Design period_decoder, sky130hd; sources not shown.
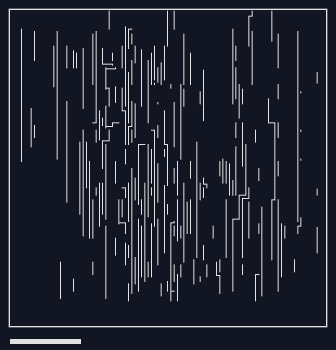
*Metal 2, run 1*
The bar under the picture is 10 um long.
main direction: vertical
share of all routed wire: 49%
wire length on this layer: 874 um
longest straight run: 26.9 um
nets with wire on the layer: 124
met2 Use GR: 38.2%
total wire length: 1.79 mm

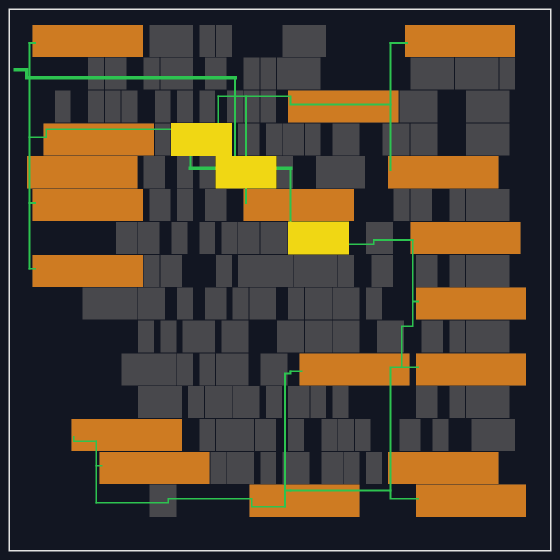
*Clock network drawn from the DEF, run 1*
[orange] flip-flops | count: 18
[yellow] clock-net drivers | count: 3
[green] clock wires | length: 203 um
flops lie: spread over the die
routed clock nets: 4
Clock group: 210 uW
Late-Pin Clk Latency: 0.24 ns
skew final: 0.00126 ns
clock share of power: 27.7%

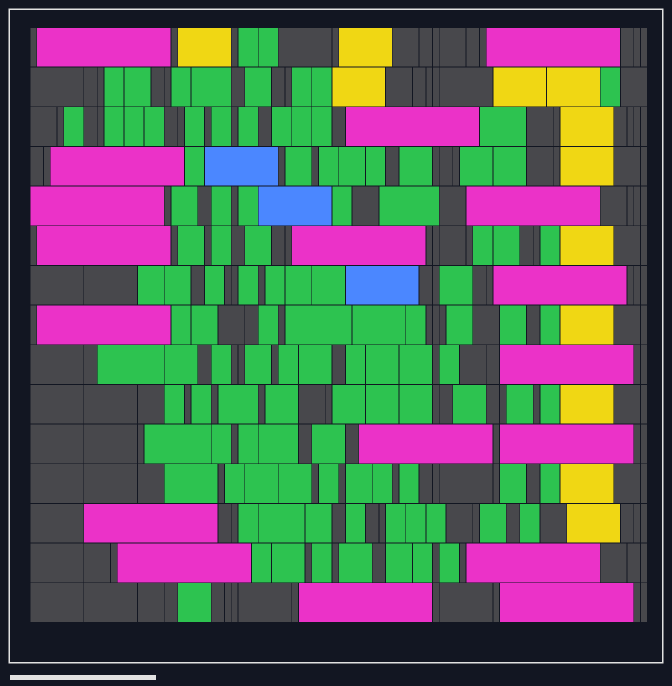
*Cell classes on the final placement, run 1*
The bar under the picture is 10 um long. Fill, decap, tap and diode cells in gray.
| color | class | cells |
|---|---|---|
| yellow | remaining buffers and delay cells | 12 |
| blue | clock-net drivers | 3 |
| green | remaining logic cells | 109 |
| magenta | registers | 18 |
Util after Layout: 69.3%
finished layout cell area: 1200 um2
CORE AREA: 1730 um2
Core Rows: 15
flop share of the area: 37.7%

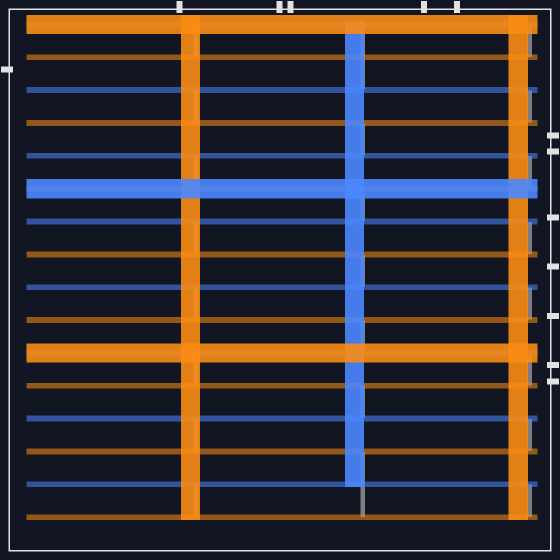
*PDN straps and rails, run 1*
Pins as bars on the die edge. Tap cells in gray.
| color | net |
|---|---|
| blue | VDD |
| orange | VSS |
met1 rails: 16
met4 straps: 3
met5 straps: 3
rows: 15
signal pins: 13
width of the die: 44.7 um
worst vdd ir: 0.703 mV
Die Y: 44.7 um

==> flow_summary.toml, run 1 <==
# physical design summary
[synth]
xor_area_share_pct = 0
async_flop_share_pct = 100
top_area_cell = "dfrtp_1"
common_cells = "nand2_1 (29), inv_1 (20), dfrtp_1 (18), o21ai_0 (12)"
ys_cells = 127
synthAoiAreaFrac_pct = 12.0
simple_gate_area_share_pct = 31.0
yosys_register_bits = 18
yosys_warnings = 0

[final_layout]
clkCellAreaFrac_pct = 3.45
biggestCellCategory = "combinational gates"
flop_area_um2 = 450
nFillCells = 166
largest_reg_flops = 8
signal_buffers = 12
inverters = 21
drive_above_1_share_pct = 13.4
combAreaFraction_pct = 39.2
area_delta_synth_final_pct = 19.2

[worst_setup_path]
reg2reg_depth = 10
path_max_fanout = 2

[run_status]
status = "finished, final reports clean"

[timing]
finalSetupViolations = 0
drv_slew = 0
fin_crit_sh_pct = 81.0
fmax_mhz = 536
worst_slew_pin_slew_ns = 0.667
fin_crit_ns = 1.86
finalWorstSetupSlack_ns = 0.436

[grt]
grt-ovfl-total = 0

[job]
log.warning_count = 26

[power]
p_per_area_nw_per_um2 = 632
p_leak_uw = 0.000576

[placement]
dpl-instance-area_um2 = 1150
dp_hpwl_mm = 1.39
dp_cells = 164

[routing]
via_count = 841
drt_iter0_drc = 34

[cts]
cts-hold-fix-buffers = 0
==> run 1: report_power, final <==
group	switching (uW)	total [uW]	internal [uW]
clock	93.6	210	116
combinational	114	172	58.4
sequential	28.3	374	346
total	235	756	520
==> run 1: placed cells by master, fill, tap and decap left out, drive strengths merged, types with 3 or more instances in the layout <==
cell type       n
clkbuf          3
clkdlybuf4s50  12
dfrtp          18
ha              3
inv            20
nand2          36
nand3          10
nand4           3
nor2           13
o21ai          14
o22ai           4
==> run 1: per-layer routing <==
layer / track usage, % / vias up / part of all wire [%] / wire, um
met2: 38.2 / 15 / 49 / 874
li1: - / 440 / - / -
met3: 4.80 / 0 / 3.0 / 54
met5: 0 / - / 0 / 0
met4: 3.64 / 0 / 0 / 0
met1: 27.7 / 386 / 48 / 857
## Run 2: what changed since run 1
CORE_UTILIZATION = 50   (was 55)
PLACE_DENSITY = 0.76   (was 0.79)
clock period = 1.6 ns   (was 2.3 ns; I/O delays follow)
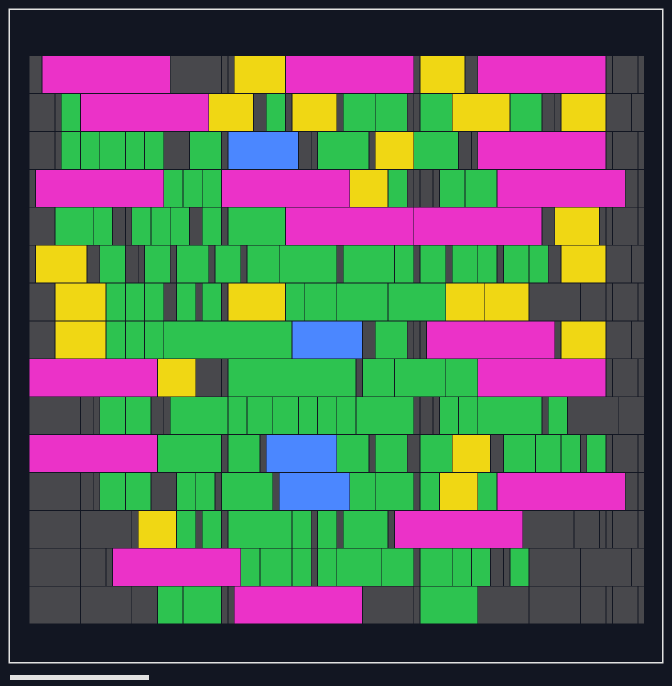
*Cell classes on the final placement, run 2*
The bar under the picture is 10 um long. Fill, decap, tap and diode cells in gray.
| color | class | cells |
|---|---|---|
| blue | clock drivers and dummy loads | 4 |
| yellow | remaining buffers and delay cells | 21 |
| green | remaining logic cells | 109 |
| magenta | registers | 18 |
flop share of the area: 32.8%
Util after Layout: 76.3%
CORE AREA: 1800 um2

==> run 2 against run 1 <==
Effect of this change:
- the run now ends with negative setup slack left
- clock-buffer cell count up 1
- register-to-register slack got worse by 0.67 ns
- hold slack worse by 0.0077 ns
- routed wire length increased by 27%
- critical path depth rose by 9
- non-clock buffer count rose by 9
- clock skew increased by 0.0038 ns
- sequential power rose by 44%
- die size rose by 9.5%
- via count up 13%
- clock power up 76%
- critical path type is now reg -> reg
- largest cell class unchanged
==> flow_summary.toml, run 2 <==
# physical design summary
[timing]
worst_slew_pin_slew_ns = 0.691
fin_crit_sh_pct = 112
finalWorstSetupSlack_ns = -0.194
skew_ns = 0.00505
drv_slew = 0
fmax_mhz = 557
finalSetupViolations = 9

[power]
combinationalPower_uw = 322
p_switching_uw = 398
p_int_uw = 832
power.clock.total_uw = 370
power.group.top = "sequential cells"
pwr-share-comb_pct = 26.2
switching_share_pct = 32.4
pwr-share-clk_pct = 30.1
vdd_ir_drop_max_mv = 0.710
p_leak_uw = 0.000680

[synth]
yosys_register_bits = 18
xor_area_share_pct = 0
ys_cells = 127
async_flop_share_pct = 100
simple_gate_area_share_pct = 31.0
yosys_warnings = 0
common_cells = "nand2_1 (29), inv_1 (20), dfrtp_1 (18), o21ai_0 (12)"
synthAoiAreaFrac_pct = 12.0

[cts]
cts-hold-fix-buffers = 0

[placement]
dpl-instance-area_um2 = 1150
dp_hpwl_mm = 1.48
dp_cells = 164

[floorplanning]
rows = 15

[final_layout]
layout_top_cells = "nand2_1 (24), inv_1 (19), dfrtp_1 (18)"
flop_area_um2 = 450
drive_above_1_share_pct = 29.6
lay_top_count = "nand2_1"
area_delta_synth_final_pct = 36.9

[run_status]
failed_checks = "negative setup slack"
status = "finished with violations"

[worst_setup_path]
path_max_fanout = 4
reg2reg_depth = 10

[routing]
drt_iter0_drc = 27

[grt]
grt-ovfl-total = 0
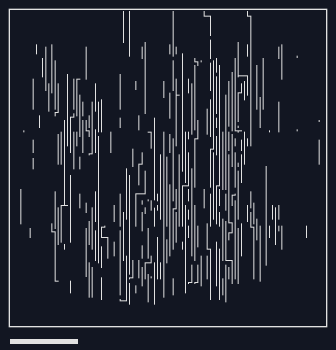
*Metal 2, run 2*
The bar under the picture is 10 um long.
nets with wire on the layer: 137
share of all routed wire: 48%
main direction: vertical
wire length on this layer: 1100 um
via count: 949
total wire length: 2.27 mm
met2 Use GR: 38.6%

[run 2: cell counts after synthesis]
No cell type changed its count.
[run 2: per-layer routing]
layer  vias up  part of all wire [%]  GRT usage [%]
met1       449                    45           31.6
met4         0                   2.5           12.6
met2        31                    48           38.6
li1        461                     -              -
met5         -                     0              0
met3         8                   3.8           4.23
[run 2: worst register-to-register path: stages (launching register included)]
cell,delay [ns]
dfrtp_1,0.41
ha_4,0.17
buf_6,0.11
nand2_4,0.07
nor2_4,0.14
nand3_2,0.11
nand2_4,0.12
nand4_1,0.14
or2_1,0.28
nand2_1,0.10
nor2_2,0.04
[run 2: final cells by class]
type	instances	area share, %
clock buffer	4	4.01
inverter	21	6.10
multi-input combinational	88	41.3
sequential	18	32.8
tap	25	2.28
timing repair buffer	21	13.5
Power figures rest on the tool's default switching activity, not on a simulated workload.
